### src/rtl/winograd_out_accum.sv
// ---------------------------------------------------------------------------
// winograd_out_accum
//
// Output accumulator that sits behind one Winograd PE. Result tiles arriving
// from the PE are summed over the input-channel dimension in a wide TILE x
// TILE buffer. Once the configured number of channels has been folded in, the
// finished tile is drained to output memory one row per cycle over a
// valid/ready port. Each element is saturated back to DATA_W on the way out.
// While draining, the block refuses new tiles by holding in_ready_o low.
//
// Ports
//   clk, reset     clock, asynchronous active-high reset
//   cfg_num_id_i   input channels per output tile (0 behaves as 1)
//   res_tile_i     signed result tile, indexed [row][col]
//   res_valid_i    tile and tags valid
//   res_size_i     0: full 6x6 output tile, 1: 4x4 output tile
//   res_od_i       output-channel tag
//   res_x_i        tile origin row
//   res_y_i        tile origin column
//   in_ready_o     tile accepted when res_valid_i && in_ready_o
//   wr_valid_o     memory write row valid
//   wr_ready_i     memory accepts row when wr_valid_o && wr_ready_i
//   wr_data_o      saturated row data, element c goes to column wr_col_o + c
//   wr_mask_o      per-element write enable
//   wr_od_o        output channel of the row
//   wr_row_o       absolute row (tile origin row + row index)
//   wr_col_o       absolute column of element 0
//   err_tag_o      sticky flag: a tile with mismatched tags arrived mid-group
// ---------------------------------------------------------------------------
module winograd_out_accum #(
   parameter int DATA_W = 16,
   parameter int ACC_W  = 24,
   parameter int TILE   = 6
) (
   input  logic                                  clk,
   input  logic                                  reset,
   input  logic [4:0]                            cfg_num_id_i,
   input  logic [TILE-1:0][TILE-1:0][DATA_W-1:0] res_tile_i,
   input  logic                                  res_valid_i,
   input  logic                                  res_size_i,
   input  logic [7:0]                            res_od_i,
   input  logic [8:0]                            res_x_i,
   input  logic [8:0]                            res_y_i,
   output logic                                  in_ready_o,
   output logic                                  wr_valid_o,
   input  logic                                  wr_ready_i,
   output logic [TILE-1:0][DATA_W-1:0]           wr_data_o,
   output logic [TILE-1:0]                       wr_mask_o,
   output logic [7:0]                            wr_od_o,
   output logic [8:0]                            wr_row_o,
   output logic [8:0]                            wr_col_o,
   output logic                                  err_tag_o
);

   // Edge of the reduced tile produced by a 3x3 kernel.
   localparam int SMALL_EDGE = 4;

   typedef enum logic {
      ST_ACCUM = 1'b0,
      ST_DRAIN = 1'b1
   } state_t;

   state_t                   state_q, state_d;
   logic signed [ACC_W-1:0]  buf_q [TILE][TILE];
   logic signed [ACC_W-1:0]  buf_d [TILE][TILE];
   logic [4:0]               id_cnt_q, id_cnt_d;
   logic [4:0]               num_id_q, num_id_d;
   logic [7:0]               od_q, od_d;
   logic [8:0]               x_q, x_d;
   logic [8:0]               y_q, y_d;
   logic                     size_q, size_d;
   logic [2:0]               row_q, row_d;
   logic                     err_q, err_d;

   logic                     accept;
   logic                     tags_match;
   logic [4:0]               num_id_eff;
   logic [2:0]               last_row;

   function automatic logic signed [ACC_W-1:0] sext(input logic [DATA_W-1:0] e);
      return {{(ACC_W-DATA_W){e[DATA_W-1]}}, e};
   endfunction

   // Clamp an accumulator value into the signed DATA_W range. The value fits
   // exactly when every bit from the DATA_W sign bit upward agrees.
   function automatic logic [DATA_W-1:0] saturate(input logic signed [ACC_W-1:0] v);
      logic [ACC_W-DATA_W:0] top;
      top = v[ACC_W-1:DATA_W-1];
      if ((&top) || !(|top)) begin
         return v[DATA_W-1:0];
      end else if (v[ACC_W-1]) begin
         return {1'b1, {(DATA_W-1){1'b0}}};
      end else begin
         return {1'b0, {(DATA_W-1){1'b1}}};
      end
   endfunction

   assign in_ready_o = (state_q == ST_ACCUM);
   assign accept     = res_valid_i && in_ready_o;
   assign err_tag_o  = err_q;

   // A channel count of zero is treated as a single-channel group.
   // tags_match compares against the tags latched from the group's first tile.
   always_comb begin
      num_id_eff = (cfg_num_id_i == 5'd0) ? 5'd1 : cfg_num_id_i;
      tags_match = (res_od_i == od_q) && (res_x_i == x_q) &&
                   (res_y_i == y_q) && (res_size_i == size_q);
      last_row   = size_q ? 3'(SMALL_EDGE - 1) : 3'(TILE - 1);
   end

   // Next-state logic. In ACCUM the first tile of a group overwrites the
   // buffer and latches the group tags and channel count; later tiles are
   // added only when their tags agree, otherwise they are dropped and the
   // error flag is raised. In DRAIN the row index advances on each accepted
   // memory write and the block returns to ACCUM after the last row.
   always_comb begin
      state_d  = state_q;
      buf_d    = buf_q;
      id_cnt_d = id_cnt_q;
      num_id_d = num_id_q;
      od_d     = od_q;
      x_d      = x_q;
      y_d      = y_q;
      size_d   = size_q;
      row_d    = row_q;
      err_d    = err_q;

      case (state_q)
         ST_ACCUM: begin
            if (accept) begin
               if (id_cnt_q == 5'd0) begin
                  od_d     = res_od_i;
                  x_d      = res_x_i;
                  y_d      = res_y_i;
                  size_d   = res_size_i;
                  num_id_d = num_id_eff;
                  for (int i = 0; i < TILE; i++) begin
                     for (int j = 0; j < TILE; j++) begin
                        buf_d[i][j] = sext(res_tile_i[i][j]);
                     end
                  end
                  if (num_id_eff == 5'd1) begin
                     state_d  = ST_DRAIN;
                     id_cnt_d = 5'd0;
                     row_d    = 3'd0;
                  end else begin
                     id_cnt_d = 5'd1;
                  end
               end else if (tags_match) begin
                  for (int i = 0; i < TILE; i++) begin
                     for (int j = 0; j < TILE; j++) begin
                        buf_d[i][j] = buf_q[i][j] + sext(res_tile_i[i][j]);
                     end
                  end
                  if ((id_cnt_q + 5'd1) == num_id_q) begin
                     state_d  = ST_DRAIN;
                     id_cnt_d = 5'd0;
                     row_d    = 3'd0;
                  end else begin
                     id_cnt_d = id_cnt_q + 5'd1;
                  end
               end else begin
                  err_d = 1'b1;
               end
            end
         end

         ST_DRAIN: begin
            if (wr_ready_i) begin
               if (row_q == last_row) begin
                  state_d = ST_ACCUM;
                  row_d   = 3'd0;
               end else begin
                  row_d = row_q + 3'd1;
               end
            end
         end

         default: begin
            state_d = ST_ACCUM;
         end
      endcase
   end

   // Write-port outputs are driven only while draining, so every wr_* output
   // reads zero in ACCUM and straight after reset. Columns beyond the 4x4
   // edge are zeroed and masked off for reduced tiles.
   always_comb begin
      wr_valid_o = 1'b0;
      wr_data_o  = '0;
      wr_mask_o  = '0;
      wr_od_o    = '0;
      wr_row_o   = '0;
      wr_col_o   = '0;
      if (state_q == ST_DRAIN) begin
         wr_valid_o = 1'b1;
         wr_od_o    = od_q;
         wr_row_o   = x_q + {6'd0, row_q};
         wr_col_o   = y_q;
         for (int c = 0; c < TILE; c++) begin
            if (!size_q || (c < SMALL_EDGE)) begin
               wr_data_o[c] = saturate(buf_q[row_q][c]);
               wr_mask_o[c] = 1'b1;
            end
         end
      end
   end

   // State registers. Reset clears the buffer and all counters, which also
   // aborts any drain in progress.
   always_ff @(posedge clk or posedge reset) begin
      if (reset) begin
         state_q  <= ST_ACCUM;
         id_cnt_q <= '0;
         num_id_q <= '0;
         od_q     <= '0;
         x_q      <= '0;
         y_q      <= '0;
         size_q   <= 1'b0;
         row_q    <= '0;
         err_q    <= 1'b0;
         for (int i = 0; i < TILE; i++) begin
            for (int j = 0; j < TILE; j++) begin
               buf_q[i][j] <= '0;
            end
         end
      end else begin
         state_q  <= state_d;
         id_cnt_q <= id_cnt_d;
         num_id_q <= num_id_d;
         od_q     <= od_d;
         x_q      <= x_d;
         y_q      <= y_d;
         size_q   <= size_d;
         row_q    <= row_d;
         err_q    <= err_d;
         for (int i = 0; i < TILE; i++) begin
            for (int j = 0; j < TILE; j++) begin
               buf_q[i][j] <= buf_d[i][j];
            end
         end
      end
   end

endmodule

### config.mk
export PLATFORM = sky130hd
export DESIGN_NAME = winograd_out_accum
export DESIGN_NICKNAME = d
export VERILOG_FILES = /design/src/rtl/winograd_out_accum.sv
export SDC_FILE = /design/constraint.sdc
export NUM_CORES = 2
export LEC_CHECK = 0
export CAP_MARGIN = 15
export CORE_UTILIZATION = 35
export DETAILED_ROUTE_END_ITERATION = 8
export RECOVER_POWER = 100
export SLEW_MARGIN = 20
export SYNTH_ARGS = -nofsm -noshare
export SYNTH_HDL_FRONTEND = slang
export SYNTH_SLANG_ARGS = --single-unit
### constraint.sdc
create_clock -name clk -period 58.2 [get_ports clk]
set_input_delay 11.64 -clock clk [delete_from_list [all_inputs] [get_ports clk]]
set_output_delay 11.64 -clock clk [all_outputs]
set_load 0.03 [all_outputs]
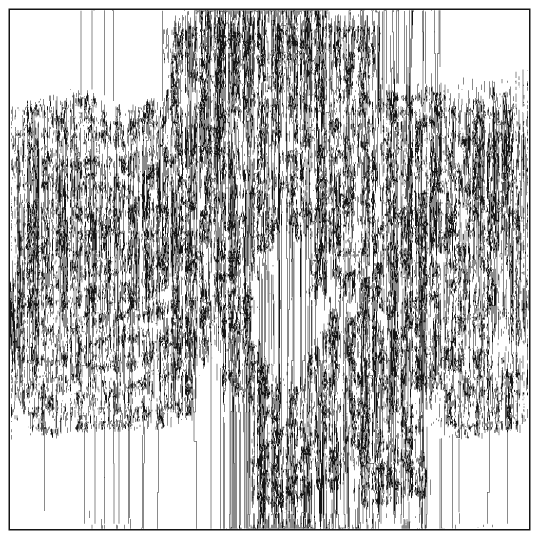
m2.png
The longest straight run is 264 um. 10056 nets have wire on it. The layer carries 156 mm of wire.
final WL: 331 mm
vias: 80.7k
M2 GR Usage: 0.452

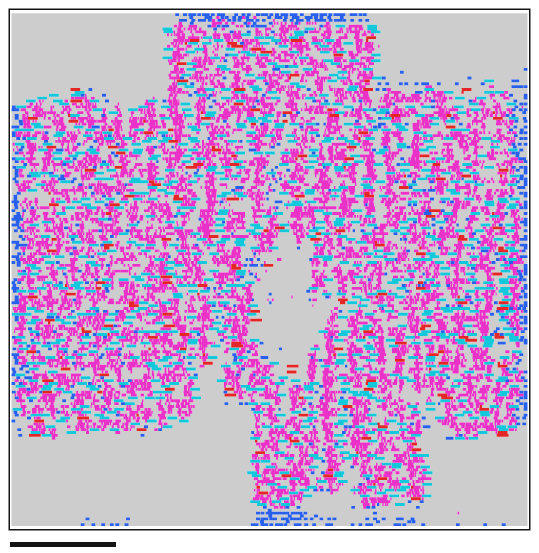
class_map.png
Bar = 100 um. Fill, decap, tap and diode cells in grey.
remaining logic cells: marked magenta, cells 8964. clock drivers and dummy loads: marked red, cells 219. sequential cells: marked cyan, cells 906. remaining buffers and delay cells: marked blue, cells 831.
post-layout util: 0.415
Seq area share: 0.232
Row Count: 178
Final Cell Area: 97800 um2
Core ar.: 236000 um2

==> results_slide.txt <==
Key Metrics from the Run

Run status
  • Status: finished, violations left
  • Failing checks: capacitance limit, slew limit

Critical path
  • CP Max Fanout: around 140
  • Largest delay share family, worst path: buffers and inverters
  • Buffers & Inverters on Critical Path: 7
  • Setup crit end: buf_q[104]
  • CP cell instances: dlygate4sd3_1 > clkinvlp_2 > clkbuf_1 > clkbuf_1 > clkbuf_1 > clkbuf_1 > clkbuf_1

Power and ir drop
  • Combinational share of power: 0.194
  • Worst vdd ir: 0.0247 mV
  • Comb group: 357 uW
  • Clk network pwr share: 0.449
  • Leakage: 0.0450 uW
  • Internal power: 1300 uW
  • Psw: between 500 and 600 uW
  • Sw frac: 0.292

Clocking
  • Hold buffer count at cts: 0
  • Post-CTS setup buffers: 0
  • Clk sinks: 906

Logic synthesis
  • XOR Share, Synth: 0.0726
  • Area reported by Yosys stat: 83300 um2
  • Top cell type by total area after synthesis: dfrtp_1
  • Syn Inst Count: 10.4k
  • YS warnings: 0
  • Simple share: 0.158
  • Fraction of registers with async set/reset: 1.00
  • Count of different cell masters after synthesis: 81
  • Registers, synthesis: 906
  • Compound-Gate Fraction of Synth Area: 0.275
  • Top cells, area: dfrtp_1 27%, ha_1 13%, a21oi_1 9.0%

Route
  • DR pass1 iterations: 9
  • DRC viols: 0
  • DR WL met2: 156 mm
  • DR iter-0 viols: 6189
  • Routed met3 length: roughly 22 mm
  • WL/cell: 23.4 um

STA
  • Setup ws final: 28.13 ns
  • Slew Viols, Final: 3054
  • Clk_skew: between 0.03 and 0.04 ns
  • Final worst path period need: 30.07 ns
  • Post-layout period usage of the worst path: 0.517

Die
  • Die y size: 490 um
  • N_taps: between 3k and 4k

Flow run
  • Max cap viols: 35
  • Stage-log warning count: roughly 63

Finish
  • Seq cells: 906
  • Antenna diode count: roughly 63
  • Non-clock buffers: 831
  • Non-clk invs: between 150 and 200
  • CLK BUF: 176
  • Combinational gates: 8767

Worst hold path
  • Hold EP: err_tag_o
  • Min-delay worst type: flip-flop to flip-flop

Global route
  • GR Util All Layers: 0.267
  • Initial antenna violation count: between 100 and 150
  • Largest net degree at the start of global routing: 210
  • Grt ovf: 0

Placement
  • DP Wirelength: 253 mm
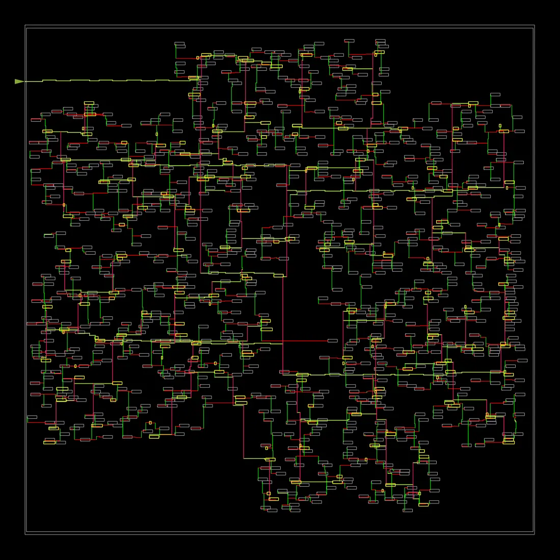
clock_nets.png
Clock net power: 829 uW
Insertion Delay late pin: 0.81 ns

sequential cells by signal, summed over array words and instances, names as in the netlist:
signal and count:
state_q 1, size_q 1, od_q 8, err_tag_o 1
num_id_q 5, y_q 9, x_q 9, row_q 3
buf_q 864, id_cnt_q 5
metrics by stage:
step / power, uW / hold slack [ns] / util / instances / cell area (um2)
after global placement: 1010 / 0.481 / 0.397 / 13900 / 93600
after CTS: 1850 / 0.487 / 0.415 / 14100 / 97900
after floorplan: 898 / 0.460 / - / 10400 / 83300
final: 1840 / 0.486 / 0.415 / 14100 / 97800
after detailed placement: 1020 / 0.465 / 0.397 / 13900 / 93600
after global routing: 1920 / 0.507 / 0.414 / 14100 / 97700
No activity file was given, so power comes from the tool's default toggle rates.
